--- src/rtl/uart_tx.sv ---
// UART transmitter, 8N1 framing.
// Each frame is a start bit (0), eight data bits sent LSB first, and a stop bit (1).
// The line idles high.
// Bit timing comes from a free-running cycle counter that wraps every clk_cnt
// cycles while a frame is in flight, so every line bit lasts exactly clk_cnt clocks.
module uart_tx #(
    parameter int clk_freq  = 125000000,
    parameter int baud_rate = 62500,
    parameter int clk_cnt   = clk_freq / baud_rate
) (
    input  logic       clk,
    input  logic       rst,
    input  logic       tx_start,
    input  logic [7:0] tx_din,
    output logic       tx,
    output logic       tx_busy,
    output logic       tx_done
);

    // Counter just wide enough to hold clk_cnt-1.
    localparam int CW = (clk_cnt > 2) ? $clog2(clk_cnt) : 1;
    localparam logic [CW-1:0] BAUD_LAST = CW'(clk_cnt - 1);

    typedef enum logic [1:0] {
        IDLE  = 2'd0,
        START = 2'd1,
        DATA  = 2'd2,
        STOP  = 2'd3
    } state_t;

    state_t        state_reg,  state_next;
    logic [CW-1:0] baud_reg,   baud_next;
    logic [2:0]    bit_reg,    bit_next;
    logic [7:0]    shift_reg,  shift_next;
    logic          tx_reg,     tx_next;
    logic          busy_reg,   busy_next;
    logic          done_reg,   done_next;
    logic          bit_end;

    // State and output registers; an active-low reset abandons any frame in progress.
    always_ff @(posedge clk) begin
        if (!rst) begin
            state_reg <= IDLE;
            baud_reg  <= '0;
            bit_reg   <= '0;
            shift_reg <= '0;
            tx_reg    <= 1'b1;
            busy_reg  <= 1'b0;
            done_reg  <= 1'b0;
        end else begin
            state_reg <= state_next;
            baud_reg  <= baud_next;
            bit_reg   <= bit_next;
            shift_reg <= shift_next;
            tx_reg    <= tx_next;
            busy_reg  <= busy_next;
            done_reg  <= done_next;
        end
    end

    assign bit_end = (baud_reg == BAUD_LAST);

    // Next-state logic; every output is computed one cycle early so the pins come straight from flops.
    always_comb begin
        state_next = state_reg;
        baud_next  = baud_reg;
        bit_next   = bit_reg;
        shift_next = shift_reg;
        tx_next    = tx_reg;
        busy_next  = busy_reg;
        done_next  = 1'b0;

        // The baud counter runs only while a frame is on the line.
        if (state_reg != IDLE) begin
            baud_next = bit_end ? '0 : baud_reg + CW'(1);
        end

        case (state_reg)
            IDLE: begin
                tx_next   = 1'b1;
                busy_next = 1'b0;
                baud_next = '0;
                if (tx_start) begin
                    shift_next = tx_din;
                    tx_next    = 1'b0;
                    busy_next  = 1'b1;
                    state_next = START;
                end
            end
            START: begin
                if (bit_end) begin
                    tx_next    = shift_reg[0];
                    bit_next   = 3'd0;
                    state_next = DATA;
                end
            end
            DATA: begin
                if (bit_end) begin
                    if (bit_reg == 3'd7) begin
                        tx_next    = 1'b1;
                        state_next = STOP;
                    end else begin
                        // After the shift, the new LSB is the old bit 1.
                        shift_next = {1'b0, shift_reg[7:1]};
                        tx_next    = shift_reg[1];
                        bit_next   = bit_reg + 3'd1;
                    end
                end
            end
            STOP: begin
                if (bit_end) begin
                    tx_next    = 1'b1;
                    busy_next  = 1'b0;
                    done_next  = 1'b1;
                    state_next = IDLE;
                end
            end
            default: begin
                state_next = IDLE;
                tx_next    = 1'b1;
                busy_next  = 1'b0;
                baud_next  = '0;
                bit_next   = '0;
            end
        endcase
    end

    assign tx      = tx_reg;
    assign tx_busy = busy_reg;
    assign tx_done = done_reg;

endmodule

--- config.mk ---
export PLATFORM = sky130hd
export DESIGN_NAME = uart_tx
export DESIGN_NICKNAME = d
export VERILOG_FILES = /design/src/rtl/uart_tx.sv
export SDC_FILE = /design/constraint.sdc
export NUM_CORES = 1
export LEC_CHECK = 0
export CORE_MARGIN = 3
export CORE_UTILIZATION = 55
export CTS_BUF_LIST = sky130_fd_sc_hd__clkbuf_16
export CTS_CLUSTER_DIAMETER = 80
export DETAILED_ROUTE_END_ITERATION = 16
export PLACE_DENSITY = 0.77
export REMOVE_ABC_BUFFERS = 1
export SLEW_MARGIN = 40
export SYNTH_ARGS = -nofsm -noshare
export SYNTH_HDL_FRONTEND = slang
export SYNTH_SLANG_ARGS = --single-unit
--- constraint.sdc ---
create_clock -name clk -period 2.1 [get_ports clk]
set_clock_uncertainty 0.2 [all_clocks]
set_input_delay 0.42 -clock clk [delete_from_list [all_inputs] [get_ports clk]]
set_output_delay 0.42 -clock clk [all_outputs]
set_load 0.05 [all_outputs]
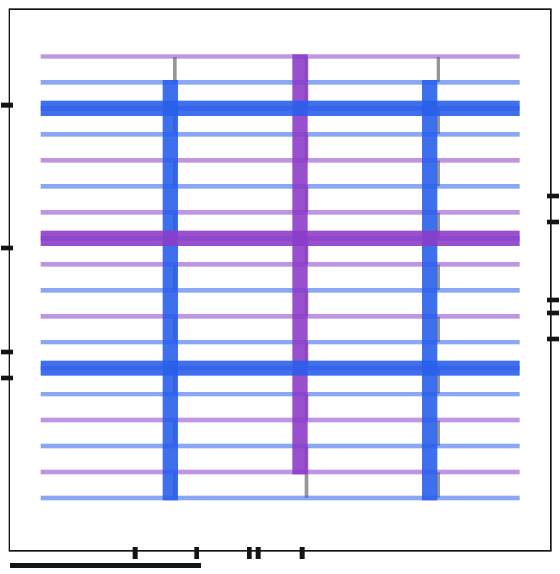
Fig. 1. PDN straps and rails.
Scale bar: 20 µm. Pins as bars on the die edge. Tap cells in grey.
VSS: in blue. VDD: in purple.
18 met1 rails follow the rows. 3 straps on met4.
overall die width: 56.5 µm
die height: 56.5 µm
worst IR drop on VDD: 0.688 mV
placeable core region: 0.00232 mm²

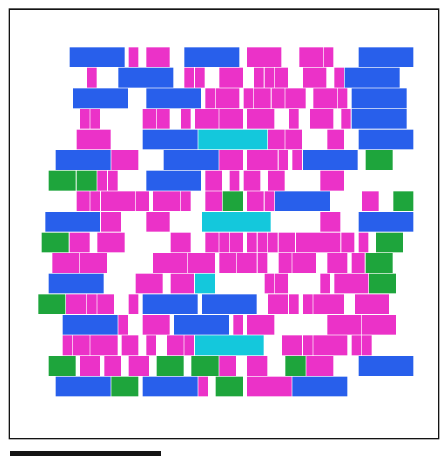
Fig. 2. Placed cells, one colour a class.
Scale bar: 20 µm.
sequential cells: in blue, cells 27. remaining buffers and delay cells: in green, cells 16. clock drivers and dummy loads: in cyan, cells 4. combinational and other logic: in magenta, cells 127.
standard-cell row count: 17
final design instance area without fill: 0.00166 mm²

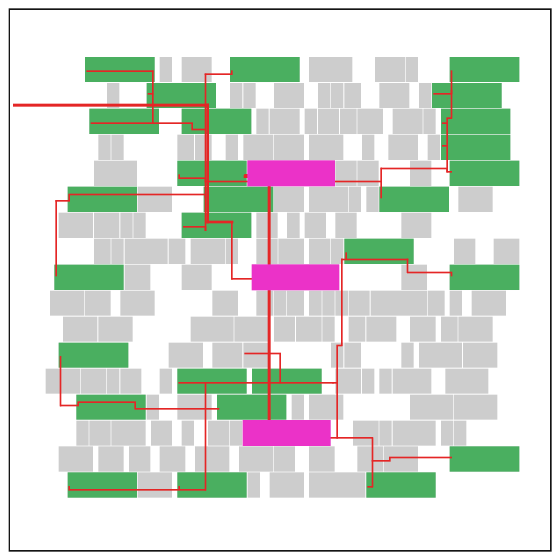
Fig. 3. Clock wires, drivers and flops.
flip-flops: in green, count 27. clock wires: in red, length 324 µm. clock drivers: in magenta, count 3.
There are 4 routed clock nets. Position of the flops: widely spread.
insertion delay at the late pin of the worst-skew pair: 0.26 ns
share of total power in the clock network: 0.266
clock-net power: 440 µW

[routing by layer]
layer  track usage  vias up
met3        0.0345        9
met2         0.295       30
met5             0        -
li1              -      577
met4         0.108        0
met1         0.256      508
[kinds of logic after synthesis]
kind of cell | synth area share
flops | 0.385
buf+inv | 0.0356
compound gates | 0.105
fa+ha+maj | 0.0712
simple gates | 0.269
xor+xnor | 0.0561
mux | 0.0784
[what timing repair did]
action                                  in CTS  in global routing
endpoints found under the setup margin       0                  8
resized                                      0                  2
hold buffers                                 0                  0
[metrics by stage]
step,hold WS [ns],std cells,TNS (ns)
floorplan,0.218,154,-0.324
global placement,0.232,198,0
detailed placement,0.248,198,0
CTS,0.263,202,0
global route,0.292,202,0
finish,0.257,202,0
==> run notes <==
impl run done, here's what came out: cell depth of the worst min-delay path 1, overall die area 0.00320 mm², tap cells 28, placement-stage cell area 0.00156 mm², run status complete, no violations, library cell used as clock root buffer sky130_fd_sc_hd__clkbuf_16, class of the most critical hold timing path reg -> reg, critical register-to-register path startpoint state_reg[0]$_SDFFE_PN0P_, number of distinct library cells after synthesis 33, Arrival @ worst endpoint about 1.4 ns, number of warnings the tools reported 29, ordered list of cells on the worst path clkdlybuf4s50_1, Post-Syn Instances around 160, Layout Utilization 0.715, multi-input combinational cell count roughly 120, number of cell instances after yosys synthesis between 150 and 200, reported net switching power between 500 and 600 µW, area share of the leading cell type in the synthesized netlist 0.385, total setup buffers inserted after CTS 0, Post-synth top flop sky130_fd_sc_hd__dfxtp_1, max reg flops 11, post-synth design cell area 0.00141 mm², P_seq approximately 650 µW, initial antenna violation count 0, WL/cell 14.3 µm, slew at the pin closest to its max-slew limit ~0.49 ns, count of library flops with an enable pin 0, most frequent logic cell in the layout sky130_fd_sc_hd__dfxtp_1, Worst Reg2Reg Path Length in Cells 5, total power ~1700 µW, P_leak about 0.00062 µW, synthesized area per cell 8.73 µm², kind of cell with the highest combined delay on the critical path buffers and inverters, vias in the first global route 1126, Critical Path Source tx$_SDFFE_PN1P_, storage element area around 540 µm², number of flip-flops and latches 27, first-pass GRT wire length between 4000 and 5000 µm, fmax roughly 500 MHz, P per Cell Area ~1000 mW/mm²
Power figures rest on the tool's default switching activity, not on a simulated workload.
